<file path="src/rtl/collision_manager_pkg.sv">
// ---------------------------------------------------------------------------
// collision_manager_pkg
//   Shared definitions for the collision arbiter slice:
//     - state_t    : FSM state encoding (3 bits)
//     - track geometry constants (screen pixels)
//     - ext11()    : zero-extends a 10-bit coordinate to 11 bits, so that
//                    coordinate + sprite size never wraps in a compare
// ---------------------------------------------------------------------------
package collision_manager_pkg;

    typedef enum logic [2:0] {
        ST_RUN       = 3'd0,
        ST_RIVAL_HIT = 3'd1,
        ST_WALL_HIT  = 3'd2,
        ST_GRACE     = 3'd3,
        ST_GAME_OVER = 3'd4
    } state_t;

    localparam int OFFSET_BG_X = 200;  // track x origin on screen
    localparam int BG_LEFT     = 44;   // left track edge, relative to OFFSET_BG_X
    localparam int BG_RIGHT    = 104;  // right rival spawn limit, relative to OFFSET_BG_X
    localparam int CAR_WIDTH   = 14;   // rival sprite width
    localparam int CAR_HEIGHT  = 16;   // rival sprite height

    function automatic logic [10:0] ext11(input logic [9:0] v);
        return {1'b0, v};
    endfunction

endpackage

</file>
<file path="src/rtl/collision_manager_if.sv">
// ---------------------------------------------------------------------------
// collision_manager_if
//   Bundles the per-frame strobe, the sprite positions and the arbiter
//   results exchanged between the game logic and collision_manager.
//     frame_end          1-cycle pulse at end of each VGA frame
//     player_x/_y        player top-left position (10 bits each)
//     rival_x/_y         rival top-left position (10 bits each)
//     collide_with_rival 1 = rival frozen
//     SCROLL_SPEED_Y     1 = scrolling enabled
//     lives              remaining lives (2 bits)
//     blink              player sprite blank request
//     game_over          sticky end-of-game flag
//   master : game side (drives frame strobe and positions)
//   slave  : collision_manager (drives results)
// ---------------------------------------------------------------------------
interface collision_manager_if;

    logic       frame_end;
    logic [9:0] player_x;
    logic [9:0] player_y;
    logic [9:0] rival_x;
    logic [9:0] rival_y;
    logic       collide_with_rival;
    logic       SCROLL_SPEED_Y;
    logic [1:0] lives;
    logic       blink;
    logic       game_over;

    modport master (
        output frame_end, player_x, player_y, rival_x, rival_y,
        input  collide_with_rival, SCROLL_SPEED_Y, lives, blink, game_over
    );

    modport slave (
        input  frame_end, player_x, player_y, rival_x, rival_y,
        output collide_with_rival, SCROLL_SPEED_Y, lives, blink, game_over
    );

endinterface

</file>
<file path="src/rtl/collision_manager_rect_overlap.sv">
// ---------------------------------------------------------------------------
// rect_overlap
//   Combinational axis-aligned bounding-box overlap test between rectangle A
//   (size A_W x A_H) and rectangle B (size B_W x B_H), given their top-left
//   corners. Strict compares: rectangles that merely touch do not overlap.
//   All sums are formed in 11 bits so they cannot wrap.
//   Ports:
//     a_x, a_y  in  10  top-left of A
//     b_x, b_y  in  10  top-left of B
//     hit       out 1   1 = interiors overlap
// ---------------------------------------------------------------------------
module rect_overlap
    import collision_manager_pkg::*;
#(
    parameter int A_W = 14,
    parameter int A_H = 16,
    parameter int B_W = 14,
    parameter int B_H = 16
) (
    input  logic [9:0] a_x,
    input  logic [9:0] a_y,
    input  logic [9:0] b_x,
    input  logic [9:0] b_y,
    output logic       hit
);

    logic x_hit;
    logic y_hit;

    assign x_hit = (ext11(a_x) < ext11(b_x) + 11'(B_W)) &&
                   (ext11(b_x) < ext11(a_x) + 11'(A_W));
    assign y_hit = (ext11(a_y) < ext11(b_y) + 11'(B_H)) &&
                   (ext11(b_y) < ext11(a_y) + 11'(A_H));
    assign hit   = x_hit && y_hit;

endmodule

</file>
<file path="src/rtl/collision_manager.sv">
// ---------------------------------------------------------------------------
// collision_manager
//   Per-frame collision arbiter. On each frame_end it samples the player and
//   rival positions, detects player/rival overlap and player/track-boundary
//   excursions, and steps the RUN / RIVAL_HIT / WALL_HIT / GRACE / GAME_OVER
//   state machine. All outputs are registered and change only in the cycle
//   after a frame_end sample.
//   Ports:
//     clk      in   system clock
//     reset_n  in   asynchronous, active-low reset
//     bus      slave side of collision_manager_if (positions in, results out)
// ---------------------------------------------------------------------------
module collision_manager
    import collision_manager_pkg::*;
#(
    parameter int PLAYER_WIDTH  = 14,
    parameter int PLAYER_HEIGHT = 16,
    parameter int HIT_FRAMES    = 60,
    parameter int WALL_FRAMES   = 30,
    parameter int GRACE_FRAMES  = 90,
    parameter int LIVES         = 3
) (
    input  logic                clk,
    input  logic                reset_n,
    collision_manager_if.slave  bus
);

    localparam logic [7:0]  HIT_LAST   = 8'(HIT_FRAMES - 1);
    localparam logic [7:0]  WALL_LAST  = 8'(WALL_FRAMES - 1);
    localparam logic [7:0]  GRACE_LAST = 8'(GRACE_FRAMES - 1);
    localparam logic [1:0]  LIVES_INIT = 2'(LIVES);
    localparam logic [10:0] X_MIN      = 11'(OFFSET_BG_X + BG_LEFT);
    localparam logic [10:0] X_MAX      = 11'(OFFSET_BG_X + BG_RIGHT + CAR_WIDTH);

    state_t     state_q, state_d;
    logic [7:0] tmr_q, tmr_d;
    logic [1:0] lives_q, lives_d;
    logic       collide_q, collide_d;
    logic       scroll_q, scroll_d;
    logic       blink_q, blink_d;
    logic       game_over_q, game_over_d;

    logic       ovl;
    logic       oob;

    rect_overlap #(
        .A_W (PLAYER_WIDTH),
        .A_H (PLAYER_HEIGHT),
        .B_W (CAR_WIDTH),
        .B_H (CAR_HEIGHT)
    ) u_ovl (
        .a_x (bus.player_x),
        .a_y (bus.player_y),
        .b_x (bus.rival_x),
        .b_y (bus.rival_y),
        .hit (ovl)
    );

    assign oob = (ext11(bus.player_x) < X_MIN) ||
                 (ext11(bus.player_x) + 11'(PLAYER_WIDTH) > X_MAX);

    // Next-state logic. Every transition into a new state clears the frame
    // timer; the timer only advances while a timed state is held.
    always_comb begin
        state_d = state_q;
        tmr_d   = tmr_q;
        lives_d = lives_q;

        if (bus.frame_end) begin
            case (state_q)
                ST_RUN: begin
                    // A rival hit takes priority over a simultaneous wall hit.
                    if (ovl) begin
                        state_d = ST_RIVAL_HIT;
                        tmr_d   = 8'd0;
                        lives_d = lives_q - 2'd1;
                    end else if (oob) begin
                        state_d = ST_WALL_HIT;
                        tmr_d   = 8'd0;
                    end
                end
                ST_RIVAL_HIT: begin
                    if (tmr_q == HIT_LAST) begin
                        state_d = (lives_q == 2'd0) ? ST_GAME_OVER : ST_GRACE;
                        tmr_d   = 8'd0;
                    end else begin
                        tmr_d = tmr_q + 8'd1;
                    end
                end
                ST_WALL_HIT: begin
                    // The stall lasts at least WALL_FRAMES and then until the
                    // player is back on the track.
                    if (tmr_q >= WALL_LAST && !oob) begin
                        state_d = ST_RUN;
                        tmr_d   = 8'd0;
                    end else if (tmr_q != 8'hFF) begin
                        tmr_d = tmr_q + 8'd1;
                    end
                end
                ST_GRACE: begin
                    if (oob) begin
                        state_d = ST_WALL_HIT;
                        tmr_d   = 8'd0;
                    end else if (tmr_q == GRACE_LAST) begin
                        state_d = ST_RUN;
                        tmr_d   = 8'd0;
                    end else begin
                        tmr_d = tmr_q + 8'd1;
                    end
                end
                ST_GAME_OVER: begin
                    state_d = ST_GAME_OVER;
                end
                default: begin
                    state_d = ST_RUN;
                    tmr_d   = 8'd0;
                end
            endcase
        end
    end

    // Output decode from the next state, so the registered outputs describe
    // the state the machine is entering.
    always_comb begin
        collide_d   = (state_d == ST_RIVAL_HIT) || (state_d == ST_GAME_OVER);
        scroll_d    = (state_d == ST_RUN) || (state_d == ST_GRACE);
        blink_d     = (state_d == ST_GRACE) && tmr_d[2];
        game_over_d = (state_d == ST_GAME_OVER);
    end

    always_ff @(posedge clk or negedge reset_n) begin
        if (!reset_n) begin
            state_q     <= ST_RUN;
            tmr_q       <= 8'd0;
            lives_q     <= LIVES_INIT;
            collide_q   <= 1'b0;
            scroll_q    <= 1'b1;
            blink_q     <= 1'b0;
            game_over_q <= 1'b0;
        end else begin
            state_q     <= state_d;
            tmr_q       <= tmr_d;
            lives_q     <= lives_d;
            collide_q   <= collide_d;
            scroll_q    <= scroll_d;
            blink_q     <= blink_d;
            game_over_q <= game_over_d;
        end
    end

    assign bus.collide_with_rival = collide_q;
    assign bus.SCROLL_SPEED_Y     = scroll_q;
    assign bus.lives              = lives_q;
    assign bus.blink              = blink_q;
    assign bus.game_over          = game_over_q;

endmodule

</file>
<file path="src/flat_wrapper.sv">
// flat-port wrapper written by rule: the top's interface ports become plain ports
module collision_manager_flat import collision_manager_pkg::*;
#(
    parameter int PLAYER_WIDTH  = 14,
    parameter int PLAYER_HEIGHT = 16,
    parameter int HIT_FRAMES    = 60,
    parameter int WALL_FRAMES   = 30,
    parameter int GRACE_FRAMES  = 90,
    parameter int LIVES         = 3
)
  (clk, reset_n, bus_frame_end, bus_player_x, bus_player_y, bus_rival_x, bus_rival_y, bus_collide_with_rival, bus_SCROLL_SPEED_Y, bus_lives, bus_blink, bus_game_over);
  collision_manager_if bus_i ();
  input  logic clk;
  input  logic reset_n;
  input wire logic [$bits(bus_i.frame_end)-1:0] bus_frame_end;
  input wire logic [$bits(bus_i.player_x)-1:0] bus_player_x;
  input wire logic [$bits(bus_i.player_y)-1:0] bus_player_y;
  input wire logic [$bits(bus_i.rival_x)-1:0] bus_rival_x;
  input wire logic [$bits(bus_i.rival_y)-1:0] bus_rival_y;
  output wire logic [$bits(bus_i.collide_with_rival)-1:0] bus_collide_with_rival;
  output wire logic [$bits(bus_i.SCROLL_SPEED_Y)-1:0] bus_SCROLL_SPEED_Y;
  output wire logic [$bits(bus_i.lives)-1:0] bus_lives;
  output wire logic [$bits(bus_i.blink)-1:0] bus_blink;
  output wire logic [$bits(bus_i.game_over)-1:0] bus_game_over;
  assign bus_i.frame_end = bus_frame_end;
  assign bus_i.player_x = bus_player_x;
  assign bus_i.player_y = bus_player_y;
  assign bus_i.rival_x = bus_rival_x;
  assign bus_i.rival_y = bus_rival_y;
  assign bus_collide_with_rival = bus_i.collide_with_rival;
  assign bus_SCROLL_SPEED_Y = bus_i.SCROLL_SPEED_Y;
  assign bus_lives = bus_i.lives;
  assign bus_blink = bus_i.blink;
  assign bus_game_over = bus_i.game_over;
  collision_manager #(.PLAYER_WIDTH(PLAYER_WIDTH), .PLAYER_HEIGHT(PLAYER_HEIGHT), .HIT_FRAMES(HIT_FRAMES), .WALL_FRAMES(WALL_FRAMES), .GRACE_FRAMES(GRACE_FRAMES), .LIVES(LIVES)) u_core (.clk(clk), .reset_n(reset_n), .bus(bus_i));
endmodule
</file>
<file path="config.mk">
export PLATFORM = sky130hd
export DESIGN_NAME = collision_manager_flat
export DESIGN_NICKNAME = d
export VERILOG_FILES = /design/src/rtl/collision_manager_pkg.sv /design/src/rtl/collision_manager_if.sv /design/src/rtl/collision_manager_rect_overlap.sv /design/src/rtl/collision_manager.sv /design/src/flat_wrapper.sv
export SDC_FILE = /design/constraint.sdc
export NUM_CORES = 1
export LEC_CHECK = 0
export ABC_AREA = 1
export CAP_MARGIN = 40
export CORE_MARGIN = 1.5
export CORE_UTILIZATION = 30
export CTS_BUF_LIST = sky130_fd_sc_hd__clkbuf_4
export DETAILED_ROUTE_END_ITERATION = 10
export SYNTH_ARGS = -nofsm -noshare
export SYNTH_HDL_FRONTEND = slang
export SYNTH_SLANG_ARGS = --single-unit
</file>
<file path="constraint.sdc">
create_clock -name clk -period 2.9 [get_ports clk]
set_input_delay 0.87 -clock clk [delete_from_list [all_inputs] [get_ports clk]]
set_output_delay 0.87 -clock clk [all_outputs]
set_load 0.02 [all_outputs]
</file>
run_1/m1.png
Scale bar: 20 µm. Cells faint in the background.
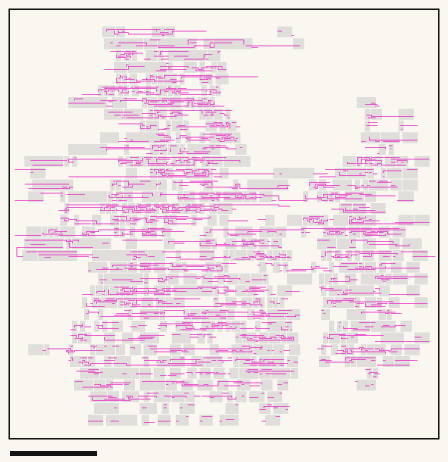
main direction: horizontal
longest straight run: 42.3 µm

run_1/m2.png
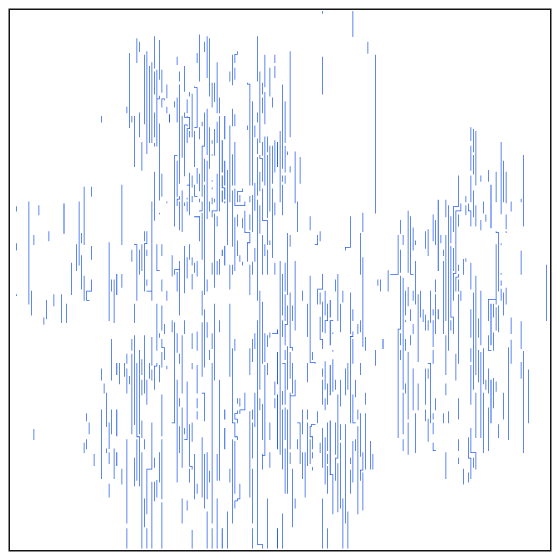
share of all routed wire: 50%
main direction: vertical
wire length on this layer: 3800 µm
longest straight run: 41.0 µm
nets with wire on the layer: 526

run_1/m3.png
Scale bar: 20 µm.
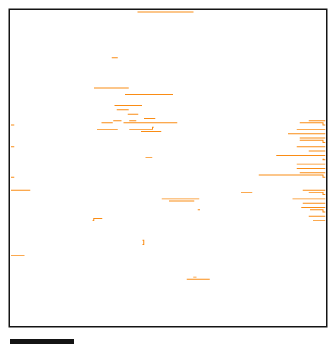
share of all routed wire: 4.3%
main direction: horizontal

==> impl_metrics.tcl, run 1 <==
# collected from the flow reports
set metrics [dict create \
    post_synthesis_adder_cell_area_fraction_pct 18.6 \
    layout_top_cell_excl_fill_tap "nand2_1" \
    pre_cts_slack_ps -883 \
    r2r_slack_ps 820 \
    ys.warnings.count 0 \
    areaGrowthSynthToFinish_pct 50.7 \
    critical_path.slowest_cell "ha_1" \
    violations "design-rule violations, negative setup slack" \
    seq_cell_power_uw 356 \
    lay_top_cells "nand2_1 (89), buf_4 (73), inv_1 (61), nor2_1 (40), ha_1 (36)" \
    dominantRegCellSynth "dfrtp_1" \
    path_depth 18 \
    fin_util_pct 47.2 \
    buffer_ports.inserted 48 \
    worst_ep_required_time_ps 3150 \
    drv.max_cap_violation_count 0 \
    grt_max_degree 18 \
    numClockSinks 17 \
    netlist.top_cell.by_instances "nand2_1" \
    setup_ws_ps -13.2 \
    clock_tree_skew_after_final_layout_ps 18.6 \
    worstReg2RegEnd "u_core.tmr_q[0]" \
    synth_simple_gate_area_share_pct 39.1 \
    largest_register_ffs 8 \
    synth.area.mux_share_pct 0 \
    detail_route.drc_violations 6 \
    clock_net_power_uw 143 \
    timing.final.setup_violations 3 \
    wl_per_cell_um 11.6 \
    slew_headroom_pct 53.6 \
    crit_path_end_kind "register" \
    cts_hold_buf 0 \
    power_combinational_uw 914 \
    data_arrival_time_of_the_critical_path_ps 3160 \
    core_region_area_mm2 0.00881 \
    compound_area_share_pct 9.07 \
    cell_internal_pwr_uw 745 \
    fmaxAchievable_mhz 343 \
    timing_hold_violations_final 0 \
    ys_ff 17 \
    cts_htree_levels 1 \
    final_max_slew_viol_count 0 \
    syn_inst 424 \
    critical_path.top_delay_family "simple AND/OR/NAND/NOR gates" \
    min_path_type "reg2reg" \
    setup.worst_path.start "bus_rival_x[6]" \
    globalRouteOverflowTotal 0 \
    synth-xor-area-share_pct 6.98 \
    switching_share_pct 47.3 \
    routed_via_density 4.76 \
    first_iter_violations 146 \
    r2r_cells 12 \
    timing.rr.start "u_core.tmr_q[1]" \
    combPwrFrac_pct 64.7 \
    area_leaders "ha_1 (19%), nand2_1 (14%), dfrtp_1 (13%)" \
    outcome "complete, but fails checks" \
]
## run 1: per-stage QoR
step / instance area (µm²) / instances / power (µW) / hold slack, ps
floorplan: 2800 / 424 / 884 / 474
global placement: 3910 / 645 / 1200 / 489
global route: 4160 / 658 / 1560 / 568
finish: 4160 / 658 / 1410 / 515
CTS: 4070 / 658 / 1400 / 517
detailed placement: 3910 / 645 / 1220 / 498
## run 1: area by class of cell
cell class	count	area [µm²]
fill	874	4650
multi-input combinational	331	2210
timing repair buffer	123	1030
sequential	17	429
inverter	74	308
tap	108	135
clock buffer	3	22.5
timing repair inverter	1	8.76
clock inverter	1	7.51
## run 1: per-layer routing
metal	vias up	track usage, %	part of all wire [%]
met5	-	0	0
met4	0	3.96	1.3
li1	1621	-	-
met1	1428	20.0	45
met3	9	1.56	4.3
met2	74	29.3	50
run_1/sizing.png
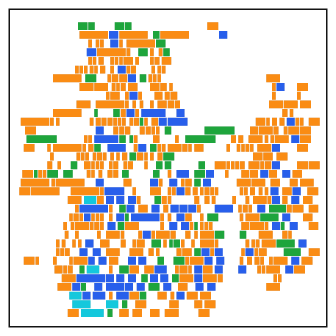

==> run 2: changes to the inputs <==
Settings changed: GPL_TIMING_DRIVEN set to 0, SLEW_MARGIN set to 20.
run_2/sizing.png
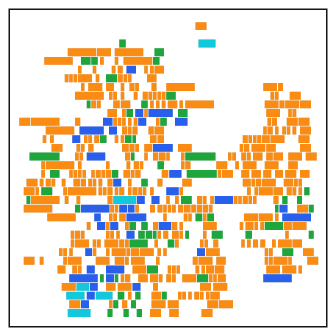
legend:
  cyan:
    size: x6 and larger
    cells: 6
    share: 1.2%
  blue:
    size: x3 and x4
    cells: 39
    share: 8.0%
    most_used: buf_4
  orange:
    size: x1 and smaller
    cells: 386
    share: 79%
    most_used: nand2_1
  green:
    size: x2
    cells: 59
    share: 12%
    most_used: nand2_2

run_2/m3.png
Scale bar: 20 µm.
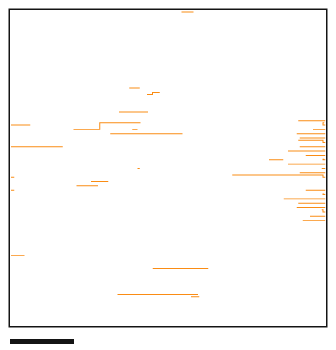
wire length on this layer: 314 µm
share of all routed wire: 4.6%
nets with wire on the layer: 39
longest straight run: 28.3 µm
GRT met3 Usage: 1.84%
vias: 2827
total length of routed wires: 6880 µm

run_2/m2.png
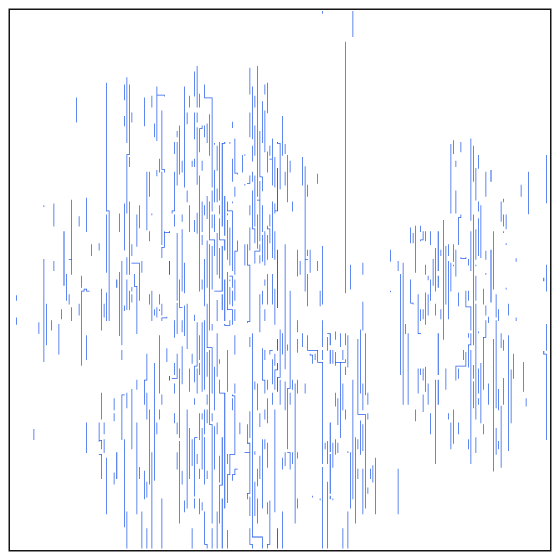
share of all routed wire: 48%
wire length on this layer: 3290 µm
met2 demand-to-capacity share in global routing: 26.0%

==> impl_metrics.tcl, run 2 <==
# collected from the flow reports
set metrics [dict create \
    outcome "complete, but fails checks" \
    violations "design-rule violations" \
    yosysTopAreaCell "ha_1" \
    power_combinational_uw 825 \
    area_leaders "ha_1 (19%), nand2_1 (14%), dfrtp_1 (13%)" \
    switching_share_pct 47.9 \
    layout_top_cell_excl_fill_tap "nand2_1" \
    syn_inst 424 \
    synth-edff-count 0 \
    routedLengthMet1_um 3210 \
    whs_endpoint "u_core.bus.lives[1]" \
    data_arrival_time_of_the_critical_path_ps 3130 \
    grt_max_degree 18 \
    min_path_type "reg2reg" \
    fin_util_pct 41.6 \
    numClockSinks 17 \
    timing.final.setup_violations 0 \
    ys_ff 17 \
    pre_cts_slack_ps -1030 \
    critical_path.slowest_cell "ha_1" \
    grt_most_used_layer "met2" \
    drv.max_cap_violation_count 0 \
    cts_hold_buf 0 \
    route.top_layer_used "met4" \
    synthesis.area_per_instance_um2 6.51 \
    final_min_period_over_clock_period_pct 99.8 \
    fmaxAchievable_mhz 345 \
    worstReg2RegEnd "u_core.tmr_q[5]" \
    setup_ws_ps 5.22 \
    met2_wirelength_um 3290 \
    dieArea_mm2 0.00978 \
    r2r_cells 11 \
    setup.worst_path.start "bus_rival_x[1]" \
    final_max_slew_viol_count 0 \
    core_region_area_mm2 0.00881 \
    globalRouteOverflowTotal 0 \
    detail_route.drc_violations 6 \
    lay_top_cells "nand2_1 (93), inv_1 (59), nor2_1 (44), ha_1 (37), nand3_1 (33)" \
    combPwrFrac_pct 62.7 \
    route.met3.wl_um 314 \
    slew_headroom_pct 56.6 \
    total_power_uw 1320 \
    post-route-cell-area_mm2 0.00366 \
    largest_register_ffs 8 \
    grt_util_met1_pct 18.8 \
    buffer_ports.inserted 47 \
    ys.warnings.count 0 \
    critical_path.top_delay_family "simple AND/OR/NAND/NOR gates" \
    timing_hold_violations_final 0 \
    timing.rr.start "u_core.tmr_q[1]" \
    worst_ep_required_time_ps 3140 \
    areaGrowthSynthToFinish_pct 32.7 \
    chip_area_estimate_from_yosys_synthesis_mm2 0.00276 \
    clock_tree_skew_after_final_layout_ps 5.96 \
    clock_net_power_uw 138 \
    finalHoldWorstSlack_ps 505 \
    routed_via_density 4.73 \
    crit_path_end_kind "register" \
    netlist.top_cell.by_instances "nand2_1" \
    seq_cell_power_uw 352 \
    path_depth 19 \
    final_cells 598 \
    dpl-instance-area_mm2 0.00341 \
    dominantRegCellSynth "dfrtp_1" \
    cts_htree_levels 1 \
    layout-drive-gt1-share_pct 21.2 \
    r2r_slack_ps 640 \
    first_iter_violations 113 \
    wl_per_cell_um 11.5 \
]
run 2: cell counts after synthesis:
Identical to the previous run, type by type.
run 2: area by class of cell:
class	instances	area [µm²]
clock inverters	1	7.51
well taps	108	135
repair buffers	61	547
clock buffers	3	22.5
flip-flops and latches	17	429
repair inverters	1	8.76
inverters	74	310
multi-input cells	331	2190
plain buffers	2	12.5
fillers	926	5140
run 2: what timing repair did:
action | in CTS | in global routing
setup endpoints to repair | 16 | 13
pin swaps | 13 | 26
cloned | 1 | 0
buffers inserted | 8 | 5
resized | 77 | 40
run 2: cell families after synthesis:
group,Yosys count,synth area share [%]
XOR/XNOR,22,6.98
AND/OR/NAND/NOR,227,39.1
adder cells (fa/ha/maj),41,18.6
flip-flops,17,15.6
buffers and inverters,76,10.7
AND-OR/OR-AND,41,9.07
No activity file was given, so power comes from the tool's default toggle rates.
